Figure 1. Metal layers overlaid.
Scale: 4 px per um.
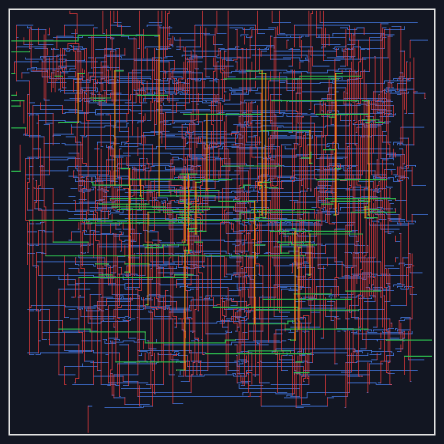
Figure 2. The clock network.
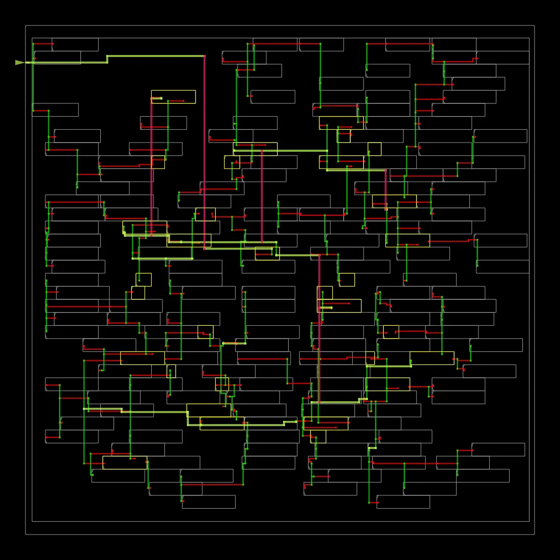
Figure 3. Where the registers sit.
Scale: 2 px per um.
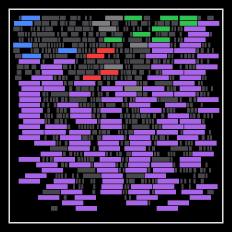
Figure 4. Logic cells by family.
Scale: 4 px per um.
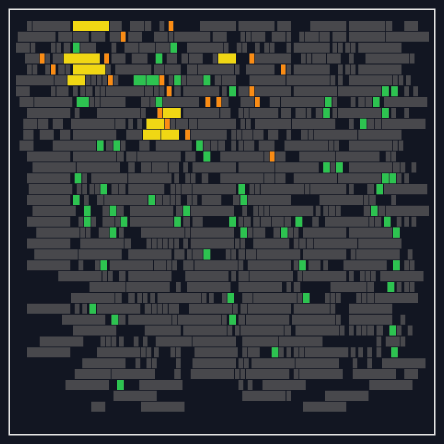
Figure 5. Wires at chosen ports, followed through buffers.
Scale: 4 px per um.
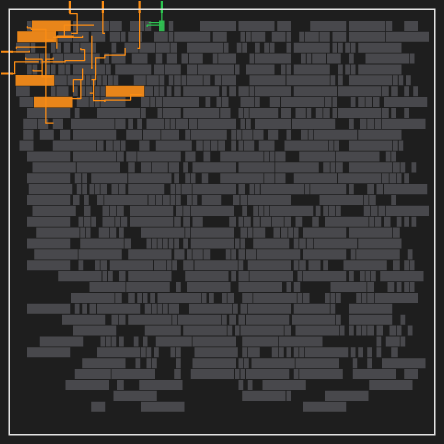
===== src/rtl/uart_pkg.sv =====
// uart_pkg: shared UART types and constants for the transmit path
// Holds the feeder FSM state type, the data width and the baud divisor used by the transmitter.
package uart_pkg;
    localparam int UART_DATA_W  = 8;
    localparam int CLKS_PER_BIT = 4;
    typedef enum logic [1:0] {IDLE, WAIT_DONE, GAP} feeder_state_t;
endpackage


===== src/rtl/uart_sync_fifo.sv =====
// uart_sync_fifo: synchronous FIFO with occupancy count and synchronous flush
// Ports: i_clk/i_rst_n clock and async active-low reset, i_flush clears contents,
// i_wr_en/i_wr_data push (ignored when full or flushing), i_rd_en pop (ignored when empty),
// o_rd_data head entry, o_count/o_empty/o_full occupancy.
module uart_sync_fifo #(
    parameter int DEPTH  = 16,
    parameter int DATA_W = 8
) (
    input  logic                    i_clk,
    input  logic                    i_rst_n,
    input  logic                    i_flush,
    input  logic                    i_wr_en,
    input  logic [DATA_W-1:0]       i_wr_data,
    input  logic                    i_rd_en,
    output logic [DATA_W-1:0]       o_rd_data,
    output logic [$clog2(DEPTH):0]  o_count,
    output logic                    o_empty,
    output logic                    o_full
);
    localparam int AW = $clog2(DEPTH);
    logic [DATA_W-1:0] mem [DEPTH];
    logic [AW-1:0] wr_ptr, rd_ptr;
    logic wr_ok, rd_ok;
    assign wr_ok     = i_wr_en && !o_full && !i_flush;
    assign rd_ok     = i_rd_en && !o_empty;
    assign o_rd_data = mem[rd_ptr];
    assign o_empty   = o_count == '0;
    assign o_full    = o_count == (AW+1)'(DEPTH);
    always_ff @(posedge i_clk or negedge i_rst_n) begin
        if (!i_rst_n) begin
            wr_ptr  <= '0;
            rd_ptr  <= '0;
            o_count <= '0;
        end else if (i_flush) begin
            wr_ptr  <= '0;
            rd_ptr  <= '0;
            o_count <= '0;
        end else begin
            if (wr_ok) wr_ptr <= wr_ptr + 1'b1;
            if (rd_ok) rd_ptr <= rd_ptr + 1'b1;
            o_count <= (wr_ok && !rd_ok) ? o_count + 1'b1 : (rd_ok && !wr_ok) ? o_count - 1'b1 : o_count;
        end
    end
    always_ff @(posedge i_clk) begin
        if (wr_ok) mem[wr_ptr] <= i_wr_data;
    end
endmodule


===== src/rtl/uart_tx_feeder.sv =====
// uart_tx_feeder: buffers producer bytes and hands them one at a time to the UART transmitter
// Ports: i_clk/i_rst_n clock and async active-low reset, i_flush clears queued bytes,
// i_wr_valid/i_wr_byte/o_wr_ready producer handshake, o_tx_dv/o_tx_byte one-cycle strobe and
// held byte to the transmitter, i_tx_active/i_tx_done transmitter status,
// o_count/o_empty/o_full queue occupancy, o_busy queue non-empty or byte in progress.
module uart_tx_feeder
    import uart_pkg::*;
#(
    parameter int DEPTH    = 16,
    parameter int GAP_CLKS = 0
) (
    input  logic                    i_clk,
    input  logic                    i_rst_n,
    input  logic                    i_flush,
    input  logic                    i_wr_valid,
    input  logic [UART_DATA_W-1:0]  i_wr_byte,
    output logic                    o_wr_ready,
    output logic                    o_tx_dv,
    output logic [UART_DATA_W-1:0]  o_tx_byte,
    input  logic                    i_tx_active,
    input  logic                    i_tx_done,
    output logic [$clog2(DEPTH):0]  o_count,
    output logic                    o_empty,
    output logic                    o_full,
    output logic                    o_busy
);
    localparam int GW = GAP_CLKS > 1 ? $clog2(GAP_CLKS) : 1;
    feeder_state_t state_q, state_d;
    logic [GW-1:0] gap_q, gap_d;
    logic pop;
    logic [UART_DATA_W-1:0] head;
    uart_sync_fifo #(.DEPTH(DEPTH), .DATA_W(UART_DATA_W)) u_fifo (
        .i_clk     (i_clk),
        .i_rst_n   (i_rst_n),
        .i_flush   (i_flush),
        .i_wr_en   (i_wr_valid),
        .i_wr_data (i_wr_byte),
        .i_rd_en   (pop),
        .o_rd_data (head),
        .o_count   (o_count),
        .o_empty   (o_empty),
        .o_full    (o_full)
    );
    assign o_wr_ready = !o_full;
    assign o_busy     = !o_empty || state_q != IDLE;
    always_comb begin
        state_d = state_q;
        gap_d   = gap_q;
        pop     = 1'b0;
        case (state_q)
            IDLE: begin
                if (!o_empty && !i_tx_active) begin
                    pop     = 1'b1;
                    state_d = WAIT_DONE;
                end
            end
            WAIT_DONE: begin
                if (i_tx_done) begin
                    state_d = GAP_CLKS == 0 ? IDLE : GAP;
                    gap_d   = GW'(GAP_CLKS > 0 ? GAP_CLKS - 1 : 0);
                end
            end
            GAP: begin
                gap_d   = gap_q == '0 ? '0 : gap_q - 1'b1;
                state_d = gap_q == '0 ? IDLE : GAP;
            end
            default: state_d = IDLE;
        endcase
    end
    // The strobe is taken from pop directly, so a flush on the issue edge still lets the byte out.
    always_ff @(posedge i_clk or negedge i_rst_n) begin
        if (!i_rst_n) begin
            state_q   <= IDLE;
            gap_q     <= '0;
            o_tx_dv   <= 1'b0;
            o_tx_byte <= '0;
        end else begin
            state_q <= state_d;
            gap_q   <= gap_d;
            o_tx_dv <= pop;
            if (pop) o_tx_byte <= head;
        end
    end
endmodule

===== config.mk =====
export PLATFORM = sky130hd
export DESIGN_NAME = uart_tx_feeder
export DESIGN_NICKNAME = d
export VERILOG_FILES = /design/src/rtl/uart_pkg.sv /design/src/rtl/uart_sync_fifo.sv /design/src/rtl/uart_tx_feeder.sv
export SDC_FILE = /design/constraint.sdc
export NUM_CORES = 1
export LEC_CHECK = 0
export ABC_AREA = 1
export CAP_MARGIN = 20
export CORE_UTILIZATION = 60
export CTS_CLUSTER_DIAMETER = 100
export CTS_CLUSTER_SIZE = 20
export DETAILED_ROUTE_END_ITERATION = 6
export PLACE_DENSITY = 0.8
export SYNTH_ARGS = -nofsm -noshare
export SYNTH_HDL_FRONTEND = slang
export SYNTH_SLANG_ARGS = --single-unit

===== constraint.sdc =====
create_clock -name i_clk -period 2.1 [get_ports i_clk]
set_input_delay 0.21 -clock i_clk [delete_from_list [all_inputs] [get_ports i_clk]]
set_output_delay 0.21 -clock i_clk [all_outputs]
set_load 0.05 [all_outputs]

==> results_slide.txt <==
Run Summary

Finish
  • Layout non-clock buf frac: 7.49%
  • Max FFs per register: 128
  • Final net count: 667
  • Share of cells above drive strength 1: 15.1%
  • Inverters: 18
  • Top flop regs: u_fifo.mem: 128 flops, o_tx_byte: 8 flops, u_fifo.o_count: 5 flops

Yosys
  • Commonest cells post-synth: 129 x nand2_1, 128 x edfxtp_1, 117 x nor2_1
  • Adder Share, Synth: 1.85%
  • Cell Type Count: 29
  • Synth Area in Compound Gates: 4.86%
  • Synthesized Nets: 612
  • Yosys reg bits: 151

Pwr
  • Worst VDD drop: 0.00115 V
  • Combinational power: 0.00268 W
  • Switching Share: 35.6%

GRT
  • Global-route wire length before repair: 22900 um

Routing
  • Antenna Nets Post-Route: 0
  • DR vias/cell: 5.76

Run
  • Tool Warnings: 29

Worst setup path
  • Worst setup EP type: output port

Hold path
  • Hold Path Class: primary input to async pin

Run status
  • Outcome: complete, no violations

Placement
  • DP Worst Slack: 10.8 ps
About Figure 1:
| colour | layer | wire length |
|---|---|---|
| orange | metal 4 | 469 um |
| blue | metal 1 | 5700 um |
| green | metal 3 | 1080 um |
| red | metal 2 | 7400 um |

About Figure 2:
sequential cell count: 151
P_clk: 0.00272 W
Latency at later pin: 530 ps

About Figure 3:
| colour | name in the netlist | flops |
|---|---|---|
| purple | `u_fifo.mem` | 128 |
| blue | `u_fifo.o_count` | 5 |
| red | `u_fifo.wr_ptr` | 4 |
| green | `o_tx_byte` | 8 |
Layout Utilization: 73.2%
storage element area: 0.00443 mm2
seq pwr: 0.00361 W
Seq/total area: 58.0%

About Figure 4:
| colour | family | cells |
|---|---|---|
| green | inverting AOI/OAI gates | 60 |
| orange | inverters | 18 |
| yellow | adder and majority cells | 9 |

About Figure 5:
| colour | port | bits | direction | edge | end cells | buffers | wire |
|---|---|---|---|---|---|---|---|
| green | `o_busy` | 1 | output | top | 1 | 1 | 10.1 um |
| orange | `o_count` | 5 | output | 3 top, 2 left | 5 | 5 | 195 um |
# port buffers: 31
I/O pin cnt: 32

worst max path at each step:
stage                              to         startpoint  slack [ps]  depth (start not counted)
floorplan           u_fifo.o_count[4]  u_fifo.o_count[3]           1                         14
detailed placement  u_fifo.o_count[4]         i_wr_valid          10                         13
CTS                            o_busy  u_fifo.o_count[2]          30                          5
finish                     o_count[2]  u_fifo.o_count[2]          90                          1
global route        u_fifo.o_count[4]  u_fifo.o_count[3]           1                         14
global placement    u_fifo.o_count[4]         i_wr_valid          70                         13
per-layer routing:
| metal | GRT usage, % | up-vias | share of wire [%] |
|---|---|---|---|
| li1 | - | 2117 | - |
| met1 | 35.8 | 2190 | 39 |
| met2 | 46.2 | 214 | 50 |
| met3 | 5.15 | 43 | 7.4 |
| met4 | 12.9 | 0 | 3.2 |
| met5 | 0 | - | 0 |
Power and IR drop assume default switching activity.
